Figure 1. The metal 2 layer (run 1).
Drawn at 6 px/µm.
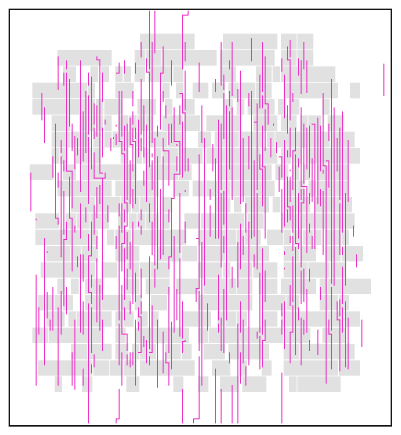
Figure 2. Clock nets (run 1).
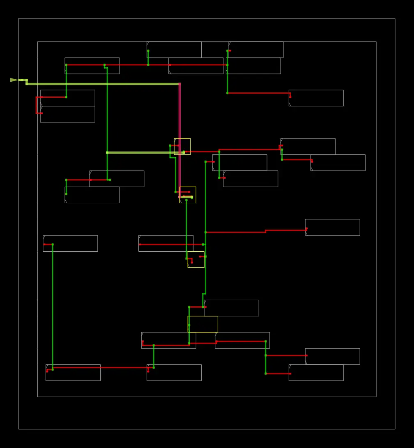
Figure 3. Layout detail (run 1).
Window x 38 to 58, y 42 to 62 µm. Cells in gray, sequential cells in the stronger gray; small squares are vias.
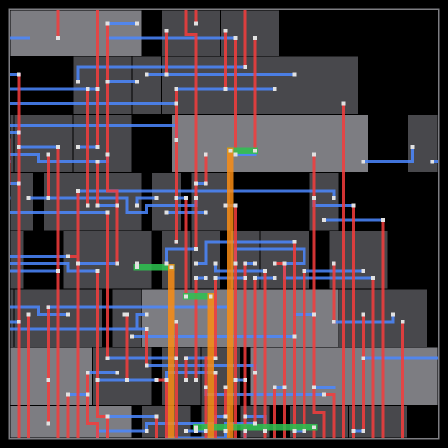
$ cat src/rtl/seg_code_sender_if.sv
// rtl/seg_code_sender_if.sv - code handshake bundle between a producer and seg_code_sender.
// Optional inj sideband exists only when PARITY_INJECT_EN is defined.
interface seg_code_sender_if;
    logic       in_valid;
    logic [4:0] in_data;
    logic       in_ready;
`ifdef PARITY_INJECT_EN
    logic       inj;

    modport master (output in_valid, output in_data, output inj, input in_ready);
    modport slave  (input in_valid, input in_data, input inj, output in_ready);
`else
    modport master (output in_valid, output in_data, input in_ready);
    modport slave  (input in_valid, input in_data, output in_ready);
`endif
endinterface

$ cat src/rtl/seg_code_sender.sv
// rtl/seg_code_sender.sv - 5-bit code + parity word source with hold timer and one-entry pending buffer.
// Optional feature macro: PARITY_INJECT_EN (per-word parity inversion via inj).
module seg_code_sender #(
    parameter int HOLD_CYCLES = 4,
    parameter int MAX_CODE    = 23
) (
    input  logic            clk,
    input  logic            rst,
    seg_code_sender_if.slave in_if,
    output logic            b1,
    output logic            b2,
    output logic            b3,
    output logic            b4,
    output logic            b5,
    output logic            b_par,
    output logic            busy,
    output logic            sent,
    output logic            err
);

    typedef enum logic {IDLE, HOLD} state_t;

    localparam logic [7:0] RELOAD = 8'(HOLD_CYCLES - 1);

    state_t     state;
    logic [7:0] cnt;
    logic       pend_full;
    logic [4:0] pend_code;
    logic       pend_inj;

    logic       xfer;
    logic       legal;
    logic       take;
    logic       in_inj;

`ifdef PARITY_INJECT_EN
    assign in_inj = in_if.inj;
`else
    assign in_inj = 1'b0;
`endif

    assign in_if.in_ready = ~rst & ~pend_full;
    assign xfer  = in_if.in_valid & in_if.in_ready;
    assign legal = (int'(in_if.in_data) <= MAX_CODE);
    assign take  = xfer & legal;

    // Word layout is {b1..b5, b_par}; inj flips only the parity bit.
    function automatic logic [5:0] word_of(input logic [4:0] code, input logic inv);
        return {code, (^code) ^ inv};
    endfunction

    always_ff @(posedge clk or posedge rst) begin
        if (rst) begin
            state     <= IDLE;
            cnt       <= 8'd0;
            pend_full <= 1'b0;
            pend_code <= 5'd0;
            pend_inj  <= 1'b0;
            {b1, b2, b3, b4, b5, b_par} <= 6'd0;
            busy      <= 1'b0;
            sent      <= 1'b0;
            err       <= 1'b0;
        end else begin
            err  <= xfer & ~legal;
            sent <= 1'b0;
            case (state)
                IDLE: begin
                    if (take) begin
                        {b1, b2, b3, b4, b5, b_par} <= word_of(in_if.in_data, in_inj);
                        state <= HOLD;
                        busy  <= 1'b1;
                        cnt   <= RELOAD;
                        sent  <= (RELOAD == 8'd0);
                    end
                end
                HOLD: begin
                    if (cnt != 8'd0) begin
                        cnt  <= cnt - 8'd1;
                        sent <= (cnt == 8'd1);
                        // in_ready guarantees the buffer is empty here
                        if (take) begin
                            pend_full <= 1'b1;
                            pend_code <= in_if.in_data;
                            pend_inj  <= in_inj;
                        end
                    end else if (pend_full) begin
                        {b1, b2, b3, b4, b5, b_par} <= word_of(pend_code, pend_inj);
                        pend_full <= 1'b0;
                        cnt       <= RELOAD;
                        sent      <= (RELOAD == 8'd0);
                    end else if (take) begin
                        {b1, b2, b3, b4, b5, b_par} <= word_of(in_if.in_data, in_inj);
                        cnt  <= RELOAD;
                        sent <= (RELOAD == 8'd0);
                    end else begin
                        state <= IDLE;
                        busy  <= 1'b0;
                    end
                end
                default: begin
                    state <= IDLE;
                    busy  <= 1'b0;
                end
            endcase
        end
    end

endmodule

$ cat src/flat_wrapper.sv
// flat-port wrapper written by rule: the top's interface ports become plain ports
module seg_code_sender_flat 
#(
    parameter int HOLD_CYCLES = 4,
    parameter int MAX_CODE    = 23
)
  (clk, rst, b1, b2, b3, b4, b5, b_par, busy, sent, err, in_if_in_valid, in_if_in_data, in_if_in_ready);
  seg_code_sender_if in_if_i ();
  input  logic clk;
  input  logic rst;
  output logic b1;
  output logic b2;
  output logic b3;
  output logic b4;
  output logic b5;
  output logic b_par;
  output logic busy;
  output logic sent;
  output logic err;
  input wire logic [$bits(in_if_i.in_valid)-1:0] in_if_in_valid;
  input wire logic [$bits(in_if_i.in_data)-1:0] in_if_in_data;
  output wire logic [$bits(in_if_i.in_ready)-1:0] in_if_in_ready;
  assign in_if_i.in_valid = in_if_in_valid;
  assign in_if_i.in_data = in_if_in_data;
  assign in_if_in_ready = in_if_i.in_ready;
  seg_code_sender #(.HOLD_CYCLES(HOLD_CYCLES), .MAX_CODE(MAX_CODE)) u_core (.clk(clk), .rst(rst), .in_if(in_if_i), .b1(b1), .b2(b2), .b3(b3), .b4(b4), .b5(b5), .b_par(b_par), .busy(busy), .sent(sent), .err(err));
endmodule
$ cat config.mk
export PLATFORM = sky130hd
export DESIGN_NAME = seg_code_sender_flat
export DESIGN_NICKNAME = d
export VERILOG_FILES = /design/src/rtl/seg_code_sender_if.sv /design/src/rtl/seg_code_sender.sv /design/src/flat_wrapper.sv
export SDC_FILE = /design/constraint.sdc
export NUM_CORES = 1
export LEC_CHECK = 0
export ABC_AREA = 1
export CAP_MARGIN = 15
export CORE_ASPECT_RATIO = 1.1
export CORE_MARGIN = 3
export CORE_UTILIZATION = 40
export CTS_CLUSTER_SIZE = 20
export DETAILED_ROUTE_END_ITERATION = 6
export PLACE_DENSITY_LB_ADDON = 0.08
export SLEW_MARGIN = 20
export SYNTH_ARGS = -nofsm -noshare
export SYNTH_HDL_FRONTEND = slang
export SYNTH_SLANG_ARGS = --single-unit
$ cat constraint.sdc
create_clock -name clk -period 1.36 [get_ports clk]
set_clock_uncertainty 0.05 [all_clocks]
set_input_delay 0.408 -clock clk [delete_from_list [all_inputs] [get_ports clk]]
set_output_delay 0.408 -clock clk [all_outputs]
set_load 0.005 [all_outputs]
==> results.toml, run 1 <==
# generated from flow reports
[sta]
tightest_slew_ns = 0.274
finalClockPeriodUsage_pct = 107
setup_slack_ns = -0.0952
post-route-min-period_ns = 1.46
max_slew_margin_pct = 81.6
setup_viol = 19

[synthesis]
synth-seq-area-share_pct = 41.4
ys_chip_area_mm2 = 0.00145
synth_area_per_cell_um2 = 7.72
post_synth_main_area_contributors = "dfrtp_1 41%, nand2_1 17%, nand3_1 5.5%"
yosysWarningCount = 0
synthCells = 188
netlist.area_leader.share_pct = 41.4

[power]
irDropWorstVdd_v = 0.000814
leakage_nw = 1.19
power_density_mw_per_mm2 = 948

[finish]
drive_gt1_share_pct = 54.9
final_cells = 314
utilization_pct = 72.1
n_fill_cell = 294
syn2layout_area_growth_pct = 69.5
comb_area_mm2 = 0.00103

[setup_path]
cp.arrival_ns = 1.00
crit_path_end_kind = "output pin"
cp_top_family = "flip-flops"
slowest_stage = "dfrtp_1"
cpPeakStageDelay_ns = 0.45
crit_path_start_kind = "register"
required_ns = 0.90

[global_route]
grt_max_degree = 25
grt_pass1_vias = 1621
grt-ovfl-total = 0
antenna_found_initial = 0

[drt]
drc = 0
drtPass1Iterations = 4
ant_nets = 0
route.detailed.vias_per_inst = 4.92

[placed_design]
place_ws_ns = -0.716

[floorplan]
dieArea_mm2 = 0.00439
die_y_um = 69.2
die_w_um = 63.4
io-pin-count = 18

[clocking]
max-clock-path-buffers = 2

[outcome]
outcome = "finished, violations left"
violations = "setup timing"

[hold_path]
holdCritPathClass = "in2async"

[run]
maxCapViolations = 0
Notes on Figure 1 above:
wire length on this layer: 2470 µm
share of all routed wire: 57%
nets with wire on the layer: 245
main direction: vertical
longest straight run: 36.2 µm
routed via count: 1546
DRT Wirelength: 4330 µm
met2 GRT Util: 38.2%

Notes on Figure 2 above:
Clock group: 0.401 mW
flip-flops: 24
Clock Buffer Count: 4
Clock Latency Late Sink: 0.32 ns
number of buffers created by CTS: 3

Notes on Figure 3 above:
legend:
  blue:
    layer: met1
  orange:
    layer: met4
  red:
    layer: met2
  green:
    layer: met3
netlist names of flops here include: u_core.cnt (4), u_core.sent (1)
most frequent: buf_4 (9), nand2_1 (7), dfrtp_1 (5)
cells with their middle in the window: 35
sequential cells in the window: 5

## run 1: metal layers
| layer | wire (µm) | track usage [%] | vias up | part of all wire (%) |
|---|---|---|---|---|
| li1 | - | - | 763 | - |
| met1 | 1670 | 23.8 | 750 | 39 |
| met2 | 2470 | 38.2 | 23 | 57 |
| met3 | 92 | 2.59 | 10 | 2.1 |
| met4 | 92 | 5.76 | 0 | 2.1 |
| met5 | 0 | 0 | - | 0 |
## run 1: report_power, final
group | internal, mW | switching [mW] | leakage [nW]
clock | 0.164 | 0.237 | 0.0210
combinational | 0.429 | 0.576 | 0.879
sequential | 0.802 | 0.125 | 0.285
## run 1: placed cells by master (no fill, tap or decap), types with 2 or more instances in the layout
cell             instances
nor2_1                   4
o31ai_2                  2
o21ai_2                  7
dfrtp_1                 24
buf_6                   15
buf_4                   43
dlygate4sd2_1            3
ha_4                     3
nand3_1                 11
inv_4                    2
nand2_1                 51
a21oi_2                  7
clkbuf_4                 3
inv_2                    6
nand2_4                  3
nand2_2                 13
clkdlybuf4s15_2          3
nand3_4                  2
buf_2                   11
nor2_4                   6
nor2_2                   2
nand3_2                  5
nand2_8                  4
inv_1                   12
o21ai_1                  7
## run 1: logic make-up (layout without fill, tap and decap cells)
group	after synthesis	count (layout)	synth area share [%]
DFF	24	24	41.4
buffers and inverters	25	102	7.59
AOI/OAI and AO/OA	28	28	11.2
xor gates and xnor gates	2	2	1.21
adders and majority gates	4	4	3.45
and+or+nand+nor	105	106	35.2
## run 1: flip-flops by register name, indices dropped and copies added (netlist names)
register and cells:
u_core.b1 1, u_core.b2 1, u_core.b3 1, u_core.b4 1
u_core.b5 1, u_core.b_par 1, u_core.busy 1, u_core.cnt 8
u_core.err 1, u_core.pend_code 5, u_core.pend_full 1, u_core.sent 1
u_core.state 1
## run 1: worst paths after layout
kind	from	cells after the start	slack [ns]	to
max	u_core.pend_full	2	-0.1	in_if_in_ready
min	rst	4	0.30	u_core.cnt[2]
max reg2reg	u_core.cnt[1]	9	-0.08	u_core.pend_code[2]
min reg2reg	u_core.b5	2	0.44	u_core.b5
max in group asynchronous	rst	4	0.81	u_core.b4
min in group clk	u_core.b5	2	0.44	u_core.b5
## run 1: timing repair
item | 4_1_cts | 5_1_grt
cloned | 1 | 0
setup endpoints to repair | 34 | 27
pin swaps | 21 | 13
gates resized | 96 | 33
buffers inserted | 18 | 4
## run 1: Yosys cell counts
cell type and instances:
nand2_2 2, nand2_1 66, ha_1 4, o21ai_1 14, a21oi_1 8, nand3_4 1, xor2_1 1, nor3b_4 1
nor2_8 1, buf_6 2, dfrtp_1 24, o31ai_1 3, nor3_1 1, a31oi_1 1, nand4_1 1, nor2_2 1
a21boi_1 1, nand3_1 16, nand2_4 2, inv_2 7, buf_2 1, nor2_4 2, nor2_1 9, inv_1 15
o21ai_4 1, xnor2_1 1, nand3b_1 1, nand3_2 1
## run 1: area by class of cell
| cell class | count | area share [%] |
|---|---|---|
| clock buffer | 4 | 1.48 |
| inverter | 22 | 4.27 |
| multi-input combinational | 140 | 41.9 |
| sequential | 24 | 24.4 |
| tap | 48 | 2.44 |
| timing repair buffer | 76 | 25.5 |
## Run 2: what changed since run 1
PLACE_DENSITY_LB_ADDON = not set   (was 0.08)
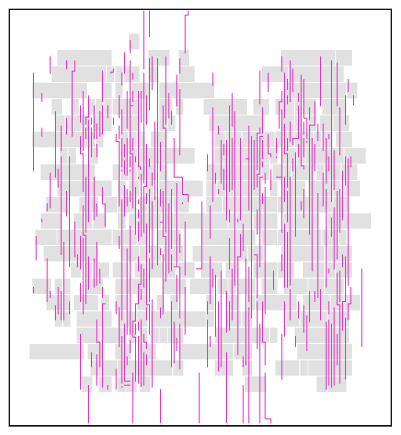
Figure 4: run 2, the metal 2 layer.
Drawn at 6 px/µm.
DRT Wirelength: 3830 µm
routed via count: 1457

==> results.toml, run 2 <==
# generated from flow reports
[drt]
drt_iter0_drc = 80
drc = 0
wl_per_cell_um = 12.9
ant_nets = 0
drtPass1Iterations = 6
route.detailed.vias_per_inst = 4.89

[synthesis]
top_area_cell = "dfrtp_1"
async_flop_share_pct = 100
netlist_area_mm2 = 0.00145
netlist.area_leader.share_pct = 41.4
yosysWarningCount = 0
edf_count = 0
synth_stat.cells = 188
common_cells = "66 x nand2_1, 24 x dfrtp_1, 16 x nand3_1"
syn_nets = 200
flop_cell = "dfrtp_1"
synth-seq-cells = 24
top_cell = "nand2_1"
ys_chip_area_mm2 = 0.00145
synth_area_per_cell_um2 = 7.72
post_synth_main_area_contributors = "dfrtp_1 41%, nand2_1 17%, nand3_1 5.5%"
synth_cell_type_count = 28
synth-seq-area-share_pct = 41.4
synthCells = 188

[power]
leakage_nw = 1.09
power.total_mw = 2.20
power_density_mw_per_mm2 = 977
irDropWorstVdd_v = 0.000882

[run]
warnings = 30
maxCapViolations = 0

[sta]
tightest_slew_ns = 0.245
rsz0062_at_grt = "true"
setup_slack_ns = -0.105
slew_violations = 0
whs_ns = 0.262
finalClockPeriodUsage_pct = 108
post-route-min-period_ns = 1.47
max_slew_margin_pct = 83.6
setup_viol = 17

[global_route]
grt_pass1_wl_um = 6490
grt_max_degree = 25
antenna_found_initial = 0
grt-ovfl-total = 0
grtUsageTotal_pct = 18.4
grt_pass1_vias = 1464

[floorplan]
dieArea_mm2 = 0.00439
die_y_um = 69.2
io-pin-count = 18
die_w_um = 63.4
fp_util_pct = 42.5

[finish]
drive_gt1_share_pct = 46.0
n_fill_cell = 318
most-common-layout-cells = "59 x nand2_1, 32 x buf_4, 24 x dfrtp_1"
top_regs = "u_core.cnt (8), u_core.pend_code (5)"
largest_reg_flops = 8
lay_top_count = "nand2_1"
syn2layout_area_growth_pct = 55.3
final_cells = 298
regMostFlops = "u_core.cnt"
diodes = 0
fin_nets = 263

[clocking]
clk_pin_slew_worst_paths_ns = 0.14
cts_made_buffers = 3
insertion_delay_ns = 0.31
cts_sinks = 24
max-clock-path-buffers = 2

[placed_design]
dp.final_hpwl_um = 2700
place_ws_ns = -0.715
place.port_buffers = 17
routabilityCongestion = 0.821

[outcome]
outcome = "finished, violations left"
violations = "setup timing"

[hold_path]
holdCritPathClass = "in2async"

[setup_path]
cp.arrival_ns = 1.01
crit_path_start_kind = "register"
critPathKind = "reg2out"
crit_path_end_kind = "output pin"
required_ns = 0.90
run 2: logic make-up after synthesis:
family	Yosys count	synth area share, %
compound gates	28	11.2
xor+xnor	2	1.21
fa+ha+maj	4	3.45
buf+inv	25	7.59
flops	24	41.4
simple gates	105	35.2
run 2: cell type report:
class / instances / area, µm² / area share [%]
clock buffers: 3 / 22.5 / 0.999
clock inverters: 1 / 30.0 / 1.33
inverters: 22 / 103 / 4.55
multi-input cells: 140 / 945 / 41.9
flip-flops and latches: 24 / 601 / 26.6
well taps: 48 / 60.1 / 2.66
repair buffers: 60 / 494 / 21.9
run 2: what timing repair did:
item | in CTS | in global routing
setup buffers | 7 | 4
resized | 80 | 21
pin swaps | 18 | 9
endpoints found under the setup margin | 33 | 24
hold buffers | 0 | 0
gates cloned | 1 | 0
run 2: critical path, cell delays in order, from the launching register on:
cell and delay (ns):
dfrtp_1 0.45, nor2_1 0.12, buf_2 0.13
run 2: path summary, 6_finish.rpt:
check                                  from                  end  slack, ns  cells past startpoint
max                        u_core.pend_full       in_if_in_ready      -0.11                      2
min                                     rst        u_core.cnt[3]       0.26                      4
max reg2reg                   u_core.cnt[1]            u_core.b2      -0.06                      9
min reg2reg                       u_core.b1            u_core.b1       0.44                      2
max in group asynchronous               rst  u_core.pend_code[2]       0.85                      4
min in group clk                  u_core.b1            u_core.b1       0.44                      2
run 2: through the flow:
step | setup TNS, ns | instance area [µm²] | util [%]
detailed placement | -14.84 | 1990 | 58.2
floorplan | -0.0113 | 1520 | -
global placement | -13.97 | 1990 | 58.2
finish | -0.648 | 2250 | 66.1
global route | -2.24 | 2250 | 66.1
CTS | -0.432 | 2150 | 63.0
run 2: routing by layer:
layer | wire [µm] | global-route usage [%] | vias up
met5 | 0 | 0 | -
met4 | 37 | 5.76 | 0
met3 | 82 | 2.59 | 6
met2 | 2160 | 34.9 | 25
met1 | 1550 | 20.6 | 697
li1 | - | - | 729
run 2: power breakdown:
group | internal [mW] | switching (mW) | total (mW) | leakage, nW
sequential | 0.802 | 0.0916 | 0.894 | 0.285
clock | 0.298 | 0.220 | 0.518 | 0.0279
combinational | 0.307 | 0.485 | 0.792 | 0.780
total | 1.41 | 0.796 | 2.20 | 1.09
No activity file was given, so power comes from the tool's default toggle rates.
